Run 1, congestion heat map:
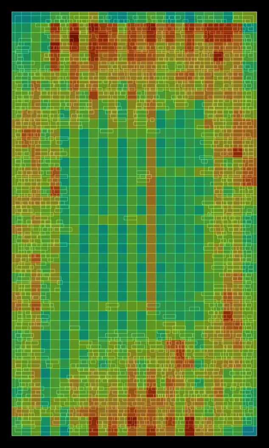
Run 1, I/O nets highlighted:
Scale bar: 50 µm.
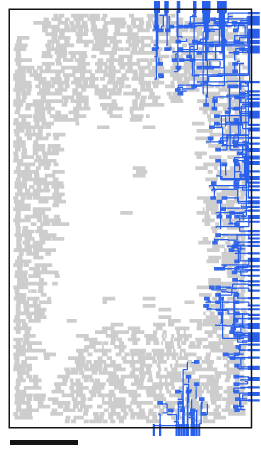
Run 1, gate families picked out:
Scale bar: 50 µm.
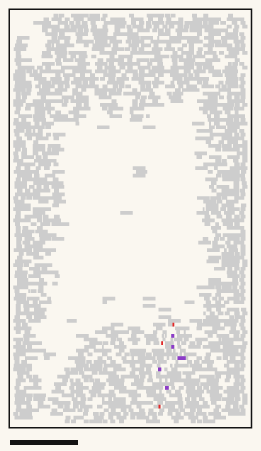
--- config.mk ---
export PLATFORM = sky130hd
export DESIGN_NAME = aes_word_loader
export DESIGN_NICKNAME = d
export VERILOG_FILES = /design/src/rtl/aes_word_loader.sv
export SDC_FILE = /design/constraint.sdc
export NUM_CORES = 1
export LEC_CHECK = 0
export ABC_CLOCK_PERIOD_IN_PS = 2700
export CORE_ASPECT_RATIO = 1.75
export CORE_MARGIN = 2
export CORE_UTILIZATION = 29
export DETAILED_ROUTE_END_ITERATION = 6
export PLACE_DENSITY = 0.66
export REMOVE_ABC_BUFFERS = 1
export SETUP_SLACK_MARGIN = 0.5
export SYNTH_ARGS = -nofsm -noshare
export SYNTH_HDL_FRONTEND = slang
export SYNTH_SLANG_ARGS = --single-unit
--- constraint.sdc ---
create_clock -name AES_clk -period 2.7 [get_ports AES_clk]
set_input_delay 0.54 -clock AES_clk [delete_from_list [all_inputs] [get_ports AES_clk]]
set_output_delay 0.54 -clock AES_clk [all_outputs]
set_load 0.005 [all_outputs]
--- src/rtl/aes_word_loader.sv ---
// Packs a 32-bit key/data word stream into 128-bit blocks for the AES core and returns its result.
// Latency: core enabled 1 cycle after the 4th data word; result 1 cycle after core valid; held until out_ready (input stalls while busy).
module aes_word_loader #(
    parameter int TIMEOUT_CYCLES = 64,
    parameter int CNT_W          = 8
) (
    input  logic         AES_clk,
    input  logic         AES_rst_n,
    input  logic         in_valid,
    output logic         in_ready,
    input  logic [31:0]  in_data,
    input  logic         in_is_key,
    output logic         core_en,
    output logic [127:0] core_data,
    output logic [127:0] core_key,
    input  logic [127:0] core_out,
    input  logic         core_out_valid,
    output logic         out_valid,
    input  logic         out_ready,
    output logic [127:0] out_data,
    output logic         busy,
    output logic         err_timeout
);

    typedef enum logic [1:0] {
        LOAD = 2'd0,
        RUN  = 2'd1,
        OUT  = 2'd2
    } state_t;

    state_t           state;
    state_t           state_nxt;
    logic [127:0]     key_sr;
    logic [127:0]     data_sr;
    logic [1:0]       dcnt;
    logic [CNT_W-1:0] rcnt;
    logic             accept;
    logic             data_last;
    logic             timeout_hit;

    assign accept      = in_valid && in_ready;
    assign data_last   = accept && !in_is_key && (dcnt == 2'd3);
    assign timeout_hit = (rcnt == CNT_W'(TIMEOUT_CYCLES - 1));

    // Shift registers feed the core directly; they cannot move outside LOAD.
    assign core_data = data_sr;
    assign core_key  = key_sr;
    assign busy      = (state != LOAD);

    always_ff @(posedge AES_clk or negedge AES_rst_n) begin
        if (!AES_rst_n) begin
            state <= LOAD;
        end else begin
            state <= state_nxt;
        end
    end

    always_comb begin
        state_nxt = state;
        case (state)
            LOAD: begin
                if (data_last) begin
                    state_nxt = RUN;
                end
            end
            RUN: begin
                if (core_out_valid || timeout_hit) begin
                    state_nxt = core_out_valid ? OUT : LOAD;
                end
            end
            OUT: begin
                if (out_ready) begin
                    state_nxt = LOAD;
                end
            end
            default: state_nxt = LOAD;
        endcase
    end

    always_ff @(posedge AES_clk or negedge AES_rst_n) begin
        if (!AES_rst_n) begin
            in_ready    <= 1'b0;
            key_sr      <= '0;
            data_sr     <= '0;
            dcnt        <= '0;
            rcnt        <= '0;
            core_en     <= 1'b0;
            out_valid   <= 1'b0;
            out_data    <= '0;
            err_timeout <= 1'b0;
        end else begin
            // Registered ready tracks the upcoming state, so it drops on the 4th-word edge.
            in_ready <= (state_nxt == LOAD);

            if (accept) begin
                if (in_is_key) begin
                    key_sr <= {key_sr[95:0], in_data};
                end else begin
                    data_sr <= {data_sr[95:0], in_data};
                    dcnt    <= dcnt + 2'd1;
                end
            end

            case (state)
                LOAD: begin
                    if (data_last) begin
                        core_en <= 1'b1;
                    end
                end
                RUN: begin
                    if (core_out_valid) begin
                        out_data  <= core_out;
                        out_valid <= 1'b1;
                        core_en   <= 1'b0;
                        rcnt      <= '0;
                    end else if (timeout_hit) begin
                        err_timeout <= 1'b1;
                        core_en     <= 1'b0;
                        rcnt        <= '0;
                    end else begin
                        rcnt <= rcnt + 1'b1;
                    end
                end
                OUT: begin
                    if (out_ready) begin
                        out_valid <= 1'b0;
                    end
                end
                default: ;
            endcase
        end
    end

endmodule
==> results.yml, run 1 <==
# generated from flow reports
worst_setup_path:
  worst_case_register_to_register_setup_slack_ns: 0.83
  worst_stage_delay_on_the_critical_path_ns: 0.57
  r2r_cells: 5
  cpMaxStageDelayCell: "sky130_fd_sc_hd__clkdlybuf4s50_1"
  cp_num_cells: 1
  critPathMaxFanout: 3
  worstPathArrival_ns: 1.56
  worstPathRequired_ns: 2.16
  r2r_end: "out_data[43]"
  worst-path-buf-inv: 1
  worstSetupEndpoint: "core_data[38]"
  rr_startpoint: "state[1]"
  origin_of_the_worst_setup_path: "core_data[38]"
  critical_path_class: "flip-flop to output pin"
  setup.worst_path.end_class: "output pin"
  path_delay_family: "buffers and inverters"
  crit_chain: "clkdlybuf4s50_1"
  start_kind: "flip-flop"
yosys:
  numSynthFlops: 400
  ys_seq_share_pct: 66.8
  synth-xor-area-share_pct: 0.0585
  fraction_of_the_mapped_netlist_area_in_adder_cells_pct: 0.167
  synth.yosys.chip_area_um2: 15000
  synth.logic.top_family: "multiplexers"
  yosys-mux-area-fraction_pct: 29.2
  compound_area_share_pct: 0.836
  synthesis.area_um2: 15000
  syn-instance-count: 892
  yosysWarningCount: 0
  synthDistinctLibCells: 33
  yosys.area_share.simple_pct: 1.12
detailed_routing:
  drt-wirelength-per-cell_um: 19.1
  detail_route.wirelength_mm: 41.8
  ant_nets: 0
  drcViolationCount: 0
  drtIter0Drc: 325
  dr_total_vias: 9649
  avgViaCountPerCell: 4.41
  drt_first_pass_iters: 5
placement:
  place_ws_ns: 0.418
  place.gp.congestion: 0.786
  port_buffer_count: 554
  dp_hpwl_mm: 31.4
clock_network:
  cts_num_sinks: 400
  numCtsBuffers: 38
  post_cts.repair.setup_buffers: 2
  cts_tree: "yes"
  post_cts_hold_buffer_count: 1
  cts.reportedPaths.clkPinSlew_ns: 0.07
  cts_max_path_buffers: 3
  clk_root_buffer_cell: "sky130_fd_sc_hd__clkbuf_16"
  post_cts_resize_count: 1
sta:
  finalCritPeriodShare_pct: 77.6
  finalHoldViolations: 0
  maxClockFrequency_ghz: 0.477
  hold-worst-slack_ns: 0.484
  rsz0062_at_grt: "false"
  total_negative_setup_slacks_ns: 0
  slew-limit-headroom_pct: 64.9
  timing.final.max_slew_violations: 0
  final_period_minus_worst_setup_slack_ns: 2.10
  worst-slew-pin-transition_ns: 0.527
  fin_ws_ns: 0.604
  setup_viol: 0
power:
  power.density_cell_area_nw_per_um2: 1190
  leakage_power_total_nw: 9.67
  max-vdd-ir-drop_mv: 0.693
global_routing:
  gr_overflow_total: 0
  wire_length_of_the_first_global_routing_pass_mm: 63.4
  maximum_number_of_pins_on_one_net_before_global_route_repair: 83
  grt_usage_pct: 15.3
worst_hold_path:
  whs_path_depth: 1
  hold_path.startpoint: "err_timeout"
  hold_path.class: "flip-flop to flip-flop"
  hold_path_end: "err_timeout"
final_layout:
  ratio_of_cells_with_drive_above_1_in_the_final_layout_pct: 31.6
  fillers: 4620
  layout.nets: 1655
  area_growth_syn_to_fin_pct: 52.5
  num_antenna_cells: 0
die:
  core_region_area_um2: 51200
  die-area_um2: 53500
  floorplan.die.height_um: 305
  dieWidth_um: 176
  row_count: 110
  number_of_ports_placed_on_the_die_boundary: 555
  fp-utilization_pct: 29.2
job:
  number_of_warnings_the_tools_reported: 25
  timing.max_cap.violations: 0
status:
  status: "completed"
Notes on 'congestion heat map' above:
busiest grt layer: met2
GR met3 Demand/Resource: 4.04%

Notes on 'I/O nets highlighted' above:
legend:
  blue:
    port: `core_out`
    direction: input
    end_cells: 128
    buffers: 128
    wire: 4,480 µm

Notes on 'gate families picked out' above:
legend:
  red:
    family: inv cells
    cells: 3
  purple:
    family: and/or cells
    cells: 5
tally of non-filler cells in the final layout: 2,186
fraction of standard cell area in multi-input logic: 20.6%
most frequent logic cell in the layout: sky130_fd_sc_hd__clkdlybuf4s50_1

-- run 1: final cells by class --
| type | instances | area [µm²] | share of cell area [%] |
|---|---|---|---|
| Multi-Input combinational cell | 444 | 4710 | 20.6 |
| Tap cell | 672 | 841 | 3.68 |
| Inverter | 3 | 11.3 | 0.0493 |
| Timing Repair Buffer | 600 | 6050 | 26.5 |
| Clock inverter | 15 | 136 | 0.597 |
| Clock buffer | 52 | 1080 | 4.75 |
| Sequential cell | 400 | 10000 | 43.8 |
-- run 1: cell usage after synthesis (all sizes together) --
cell / count / area share (%)
a211o: 1 / 0.058
a21oi: 3 / 0.10
a2bb2oi: 1 / 0.058
a31o: 1 / 0.058
and2b: 1 / 0.050
and3: 1 / 0.042
and4bb: 1 / 0.11
buf: 41 / 1.6
clkbuf: 4 / 0.10
dfrtp: 400 / 67
ha: 2 / 0.17
inv: 3 / 0.075
mux2: 386 / 29
mux2i: 2 / 0.13
nand2: 14 / 0.37
nand2b: 2 / 0.084
nand3: 3 / 0.10
nand3b: 1 / 0.050
nor2: 3 / 0.075
nor3: 2 / 0.067
nor3b: 1 / 0.050
nor4: 1 / 0.042
o21a: 1 / 0.050
o21ai: 13 / 0.46
o31ai: 1 / 0.050
or2: 1 / 0.042
or3: 1 / 0.042
xnor2: 1 / 0.058
-- run 1: power breakdown --
part	internal, mW	switching, mW	total (mW)
Combinational	7.57	3.44	11.0
Clock	3.02	2.30	5.31
Sequential	8.94	1.94	10.9
-- run 1: per-layer routing --
metal	global-route usage (%)	part of all wire [%]
met4	5.92	3.6
met3	4.04	7.6
met2	29.5	55
met5	0	0
met1	15.3	34
-- run 1: metrics by stage --
stage | cells | instance area, µm² | utilization, % | total power [mW]
floorplan | 847 | 14700 | - | 14.5
finish | 2186 | 22800 | 44.6 | 27.2
CTS | 2186 | 22800 | 44.6 | 27.7
global placement | 2116 | 21600 | 42.2 | 21.9
detailed placement | 2116 | 21600 | 42.2 | 22.2
global route | 2186 | 22800 | 44.6 | 28.8
-- run 1: layout by cell type (no fill, tap or decap), types with 2 or more instances in the layout --
master and count:
sky130_fd_sc_hd__a21oi_1 3, sky130_fd_sc_hd__buf_12 12, sky130_fd_sc_hd__buf_4 33, sky130_fd_sc_hd__bufinv_16 2
sky130_fd_sc_hd__clkbuf_1 7, sky130_fd_sc_hd__clkbuf_16 39, sky130_fd_sc_hd__clkbuf_8 6, sky130_fd_sc_hd__clkdlybuf4s50_1 552
sky130_fd_sc_hd__clkinv_2 10, sky130_fd_sc_hd__dfrtp_1 400, sky130_fd_sc_hd__ha_1 2, sky130_fd_sc_hd__inv_1 3
sky130_fd_sc_hd__inv_6 2, sky130_fd_sc_hd__mux2_1 19, sky130_fd_sc_hd__mux2_2 367, sky130_fd_sc_hd__mux2i_1 2
sky130_fd_sc_hd__nand2_1 13, sky130_fd_sc_hd__nand2b_1 2, sky130_fd_sc_hd__nand3_1 2, sky130_fd_sc_hd__nor2_1 3
sky130_fd_sc_hd__nor3_1 2, sky130_fd_sc_hd__o21ai_0 12
-- run 1: state kept, by name, indices dropped and copies added (netlist names) --
name,cells
core_data,128
core_key,128
out_data,128
rcnt,8
dcnt,2
state,2
core_en,1
err_timeout,1
in_ready,1
out_valid,1
==> run 2: changes to the inputs <==
ABC_CLOCK_PERIOD_IN_PS = 1900   (was 2700)
PLACE_DENSITY = 0.68   (was 0.66)
clock period = 1.9 ns   (was 2.7 ns; I/O delays follow)
Run 2, gate families picked out:
Scale bar: 50 µm.
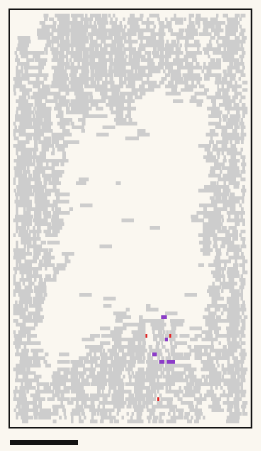
most frequent logic cell in the layout: sky130_fd_sc_hd__dfrtp_1
tally of non-filler cells in the final layout: 2,497
fraction of standard cell area in multi-input logic: 22.1%

Run 2, congestion heat map:
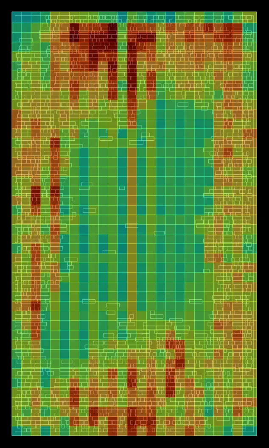
average routed wire per standard cell: 20.9 µm
GR met3 Demand/Resource: 3.66%

Run 2, sequential cells coloured by netlist name:
Scale bar: 50 µm. Other sequential cells in the stronger grey, the rest of the logic in the fainter grey.
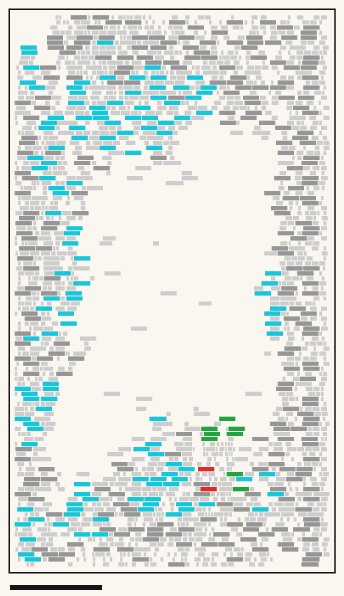
legend:
  cyan:
    name_in_the_netlist: `core_data`
    flops: 128
  green:
    name_in_the_netlist: `rcnt`
    flops: 8
  red:
    name_in_the_netlist: `state`
    flops: 2
not coloured: 262

==> results.yml, run 2 <==
# generated from flow reports
yosys:
  numSynthFlops: 400
  synthDominantAreaCellType: "sky130_fd_sc_hd__dfrtp_1"
  ys_top_cells_by_count: "sky130_fd_sc_hd__dfrtp_1, sky130_fd_sc_hd__mux2_2, sky130_fd_sc_hd__buf_2"
  synthArstFlopShare_pct: 100
  synthDistinctLibCells: 33
  count_of_library_flops_with_an_enable_pin: 0
  yosysWarningCount: 0
  synthesis.area_um2: 15000
  yosys.area.top_type_share_pct: 66.8
  yosysMostFrequentCell: "sky130_fd_sc_hd__dfrtp_1"
  syn-instance-count: 892
  postSynth.topFlopCell: "sky130_fd_sc_hd__dfrtp_1"
  post_synth.cell_area_avg_um2: 16.8
  ys_seq_share_pct: 66.8
  post_synth_main_area_contributors: "sky130_fd_sc_hd__dfrtp_1, sky130_fd_sc_hd__mux2_2, sky130_fd_sc_hd__mux2_1"
power:
  power_mw: 42.7
  sw_frac_of_total_pct: 30.4
  power.density_cell_area_nw_per_um2: 1690
  p_seq_share_pct: 36.0
  share_clk_of_total_power_pct: 18.5
  power.share.combinational_pct: 45.5
  internal_power_mw: 29.7
  net-switching-power_mw: 13.0
  leakage_power_total_nw: 12.8
global_routing:
  wire_length_of_the_first_global_routing_pass_mm: 67.1
  grt.met1_usage_pct: 16.4
  gr_overflow_total: 0
  maximum_number_of_pins_on_one_net_before_global_route_repair: 70
  grt_util_met2_pct: 30.7
  grt_usage_pct: 16.2
  gr-max-usage-layer: "met2"
placement:
  placed_cells: 2143
  dp_hpwl_mm: 32.4
  place_ws_ns: -0.151
  place.gp.congestion: 0.777
  port_buffer_count: 554
worst_setup_path:
  crit_chain: "buf_6 -> nand3_4 -> buf_12 -> clkbuf_16 -> clkbuf_16 -> mux2_4"
  cpMaxStageDelayCell: "sky130_fd_sc_hd__dfrtp_1"
  worst-path-buf-inv: 4
  worstPathArrival_ns: 2.14
  critPathMaxFanout: 6
  critical_path_class: "flip-flop to flip-flop"
  path_delay_family: "buffers and inverters"
  start_kind: "flip-flop"
detailed_routing:
  dr_total_vias: 11200
  drtIter0Drc: 464
  detail_route.wirelength_mm: 52.1
  drcViolationCount: 0
  avgViaCountPerCell: 4.48
  ant_nets: 0
sta:
  timing.final.max_slew_violations: 0
  finalHoldViolations: 0
  setup_viol: 0
  finalCritPeriodShare_pct: 89.7
  maxClockFrequency_ghz: 0.587
  slew-limit-headroom_pct: 63.8
  worst-slew-pin-transition_ns: 0.541
die:
  core_region_area_um2: 51200
  floorplan.die.height_um: 305
  die-area_um2: 53500
  dieWidth_um: 176
  fp-utilization_pct: 29.2
  number_of_ports_placed_on_the_die_boundary: 555
  row_count: 110
final_layout:
  most_frequently_placed_logic_cells_in_the_final_layout: "sky130_fd_sc_hd__dfrtp_1, sky130_fd_sc_hd__buf_4, sky130_fd_sc_hd__clkbuf_2, sky130_fd_sc_hd__mux2_4, sky130_fd_sc_hd__clkdlybuf4s50_1"
  ratio_of_cells_with_drive_above_1_in_the_final_layout_pct: 65.4
  area_growth_syn_to_fin_pct: 68.7
  fillers: 4412
  ff_latch_area_um2: 10000
  layout.nets: 1965
clock_network:
  cts.reportedPaths.clkPinSlew_ns: 0.07
  cts_tree: "yes"
  cts_max_path_buffers: 3
  cts_num_sinks: 400
  numCtsBuffers: 37
status:
  status: "completed"
worst_hold_path:
  hold_path.class: "primary input to async pin"
job:
  timing.max_cap.violations: 0
  number_of_warnings_the_tools_reported: 27
## run 2: cell counts after synthesis
No cell type changed its count.
## run 2: cell families after synthesis
logic type | after synthesis | share of synthesized area, %
AND-OR/OR-AND | 21 | 0.836
AND/OR/NAND/NOR | 32 | 1.12
flip-flops | 400 | 66.8
buffers and inverters | 48 | 1.81
XOR/XNOR | 1 | 0.0585
multiplexers | 388 | 29.2
adder cells (fa/ha/maj) | 2 | 0.167
## run 2: power groups by stage
stage | clock network [mW] | logic, mW | registers, mW
2_1_floorplan | 0 | 5.15 | 15.4
3_3_place_gp | 0 | 15.7 | 15.5
3_5_place_dp | 0 | 16.0 | 15.7
4_1_cts | 8.11 | 15.5 | 15.2
5_1_grt | 8.46 | 20.7 | 15.8
6_report | 7.91 | 19.5 | 15.4
## run 2: worst paths after layout
kind	startpoint	cells past startpoint	to	slack, ns
min reg2reg	out_data[106]	1	out_data[106]	0.49
min	AES_rst_n	2	core_key[107]	0.29
max in group asynchronous	AES_rst_n	4	state[1]	0.77
min in group AES_clk	core_out[109]	2	out_data[109]	0.45
max	in_ready	6	core_key[72]	0.20
max reg2reg	in_ready	6	core_key[72]	0.20
## run 2: metal layers
layer  up-vias  part of all wire (%)
li1       4964                     -
met2       484                    54
met5         -                     0
met4         0                   4.7
met1      5626                    35
met3       121                   6.2
## run 2: what timing repair did
action | CTS | global route
hold buffers | 1 | 0
gates resized | 915 | 777
setup buffers | 125 | 132
setup endpoints to repair | 778 | 786
pin swaps | 1 | 3
endpoints found under the hold margin | 26 | 0
gates cloned | 0 | 29
## run 2: cell type report
| class | instances | area share [%] |
|---|---|---|
| Inverter | 3 | 0.0446 |
| Sequential cell | 400 | 39.6 |
| Multi-Input combinational cell | 445 | 22.1 |
| Clock buffer | 51 | 4.23 |
| Tap cell | 672 | 3.33 |
| Antenna cell | 1 | 0.00990 |
| Timing Repair Buffer | 910 | 29.9 |
| Clock inverter | 15 | 0.842 |
## run 2: stage by stage
stage               TNS (ns)  hold WS (ns)  util, %  instance area, µm²
floorplan            -836.71        0.0844        -               14700
global placement      -24.82         0.278     42.7               21900
detailed placement    -25.22         0.283     42.7               21900
CTS                        0         0.287     45.5               23300
global route               0         0.299     49.4               25300
finish                     0         0.294     49.4               25300
==> run 3: changes to the inputs <==
CORE_MARGIN = not set   (was 2)
CTS_CLUSTER_DIAMETER = 60   (was not set)
PLACE_DENSITY = not set   (was 0.68)
PLACE_DENSITY_LB_ADDON = 0.08   (was not set)
Run 3, congestion heat map:
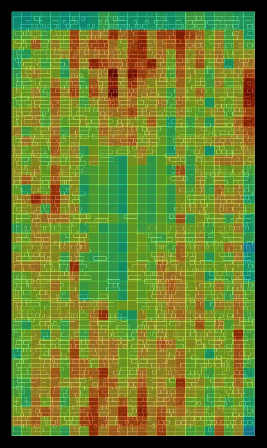
met2 Use GR: 32.8%
overall fraction of global-route tracks in use: 17.5%
GR met3 Demand/Resource: 5.54%
average routed wire per standard cell: 21.9 µm
utilization after layout: 48.1%

Run 3, sequential cells coloured by netlist name:
Scale bar: 50 µm. Other sequential cells in the stronger grey, the rest of the logic in the fainter grey.
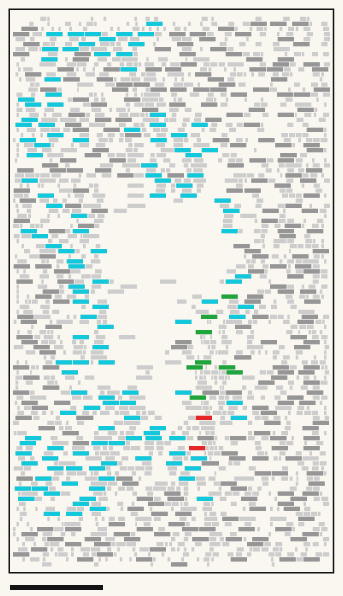
legend:
  cyan:
    name_in_the_netlist: `core_data`
    flops: 128
  red:
    name_in_the_netlist: `state`
    flops: 2
  green:
    name_in_the_netlist: `rcnt`
    flops: 8
not coloured: 262
proportion of cell area occupied by registers: 41.0%
total sequential power: 15.4 mW
FF+latch area: 10,000 µm²

Run 3, a small window of the routed layout:
Scale bar: 5 µm. Window x 77 to 97, y 202 to 222 µm. Cells in grey, sequential cells in the stronger grey; small squares are vias.
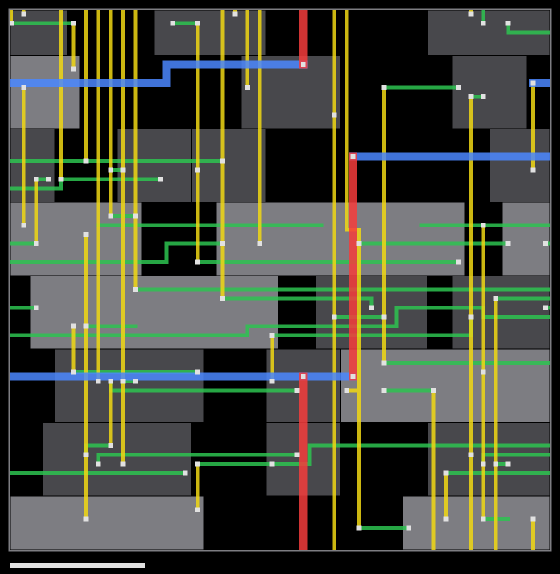
legend:
  yellow:
    layer: M2
  red:
    layer: M4
  green:
    layer: M1
  blue:
    layer: M3
netlist names of flops here include: `core_data` (5), `core_key` (1)
sequential cells in the window: 6
most frequent: dfrtp_1 (6), buf_4 (5)
cells with their middle in the window: 21

==> results.yml, run 3 <==
# generated from flow reports
clock_network:
  cts_max_path_buffers: 3
  cts_num_sinks: 400
  numCtsBuffers: 41
worst_setup_path:
  critical_path_class: "flip-flop to output pin"
  worstPathArrival_ns: 1.32
  crit_chain: "or2_4 -> buf_6"
  start_kind: "flip-flop"
yosys:
  synthesis.area_um2: 15000
  numSynthFlops: 400
  synthDistinctLibCells: 33
  synthArstFlopShare_pct: 100
  ys_seq_share_pct: 66.8
  synthDominantAreaCellType: "sky130_fd_sc_hd__dfrtp_1"
  post_synth_main_area_contributors: "sky130_fd_sc_hd__dfrtp_1, sky130_fd_sc_hd__mux2_2, sky130_fd_sc_hd__mux2_1"
  post_synth.cell_area_avg_um2: 16.8
die:
  number_of_ports_placed_on_the_die_boundary: 555
  core_region_area_um2: 50700
  row_count: 109
  floorplan.die.height_um: 303
global_routing:
  wire_length_of_the_first_global_routing_pass_mm: 69.9
  gr_overflow_total: 0
detailed_routing:
  dr_total_vias: 10600
  detail_route.wirelength_mm: 52.6
power:
  net-switching-power_mw: 12.6
  share_clk_of_total_power_pct: 19.0
  power_mw: 41.2
  leakage_power_total_nw: 12.1
  power.density_cell_area_nw_per_um2: 1690
worst_hold_path:
  hold_path.class: "primary input to async pin"
sta:
  worst-slew-pin-transition_ns: 0.498
  finalHoldViolations: 0
placement:
  placed_cells: 2126
final_layout:
  most_frequent_logic_cell_in_the_layout: "sky130_fd_sc_hd__dfrtp_1"
  ratio_of_cells_with_drive_above_1_in_the_final_layout_pct: 63.1
  postLayoutCellArea_um2: 24400
  instances_no_fill: 2405
status:
  status: "completed"
job:
  number_of_warnings_the_tools_reported: 27
==> run 3: cell counts after synthesis <==
Identical to the previous run, type by type.
==> run 3: final timing paths <==
path	start	end	slack, ns	cells past startpoint
max in group asynchronous	AES_rst_n	out_data[115]	0.79	3
hold reg to reg	out_data[100]	out_data[100]	0.49	1
min in group AES_clk	core_out[102]	out_data[102]	0.44	2
hold / removal	AES_rst_n	core_key[79]	0.34	2
setup / recovery	state[0]	busy	0.20	2
setup reg to reg	state[1]	out_data[101]	0.23	5
==> run 3: what timing repair did <==
item                                   in CTS  in global routing
resized                                   937                745
setup endpoints to repair                 724                730
pin swaps                                   0                  7
gates cloned                                0                 24
hold buffers                                1                  0
buffers inserted                          105                 76
endpoints found under the hold margin      31                  0
==> run 3: power by group through the flow <==
stage          Sequential, mW  Combinational, mW  Clock, mW
2_1_floorplan            15.4               5.15          0
3_3_place_gp             15.5               16.2          0
3_5_place_dp             15.6               16.2          0
4_1_cts                  15.2               15.5       8.16
5_1_grt                  15.9               19.2       8.42
6_report                 15.4               18.0       7.86
==> run 3: worst register-to-register path, cell delays in order (launching register included) <==
cell	delay, ns
sky130_fd_sc_hd__dfrtp_1	0.38
sky130_fd_sc_hd__buf_4	0.14
sky130_fd_sc_hd__and2b_2	0.33
sky130_fd_sc_hd__nand2_8	0.13
sky130_fd_sc_hd__buf_12	0.21
sky130_fd_sc_hd__mux2_1	0.35
==> run 3: cell type report <==
type	instances	area (µm²)
multi-input cells	445	5490
well taps	666	833
inverters	3	11.3
flip-flops and latches	400	10000
clock buffers	63	1190
clock inverters	8	75.1
fillers	4674	26300
repair buffers	818	6800
diodes	2	5.00
==> run 3: through the flow <==
| stage | util [%] | TNS, ns | hold WS (ns) |
|---|---|---|---|
| floorplan | - | -836.71 | 0.0844 |
| global placement | 43.0 | -10.77 | 0.341 |
| detailed placement | 43.0 | -10.46 | 0.348 |
| CTS | 45.6 | 0 | 0.347 |
| global route | 48.1 | 0 | 0.372 |
| finish | 48.1 | 0 | 0.341 |
==> run 3: kinds of logic (layout without fill, tap and decap cells) <==
kind of cell	Yosys count	after routing	synth area share, %
AND-OR/OR-AND	21	21	0.836
XOR/XNOR	1	1	0.0585
adder cells (fa/ha/maj)	2	2	0.167
buffers and inverters	48	892	1.81
flip-flops	400	400	66.8
multiplexers	388	388	29.2
other	0	2	0
AND/OR/NAND/NOR	32	33	1.12
==> run 3: routing by layer <==
layer | part of all wire (%) | track usage [%] | vias to the layer above
met5 | 0 | 0 | -
met4 | 2.9 | 6.22 | 0
met3 | 7.4 | 5.54 | 74
met2 | 54 | 32.8 | 416
met1 | 36 | 18.2 | 5375
li1 | - | - | 4777

==> screenshots <==
Wiring by layer.
Scale bar: 50 µm.
(a)
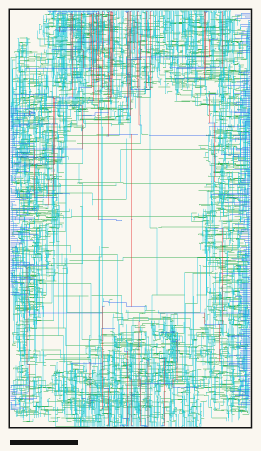
(b)
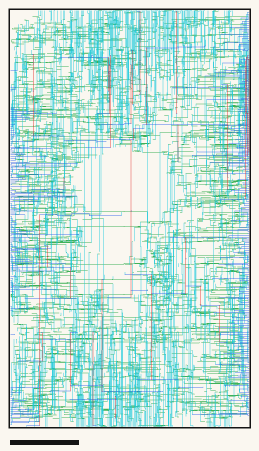
(b) -> run 3
(a) -> run 2

Key to (a):
legend:
  green:
    layer: M1
    wire_length: 18,400 µm
  blue:
    layer: M3
    wire_length: 3,220 µm
  cyan:
    layer: M2
    wire_length: 28.0 mm
  red:
    layer: M4
    wire_length: 2,430 µm

Power and IR drop assume default switching activity.
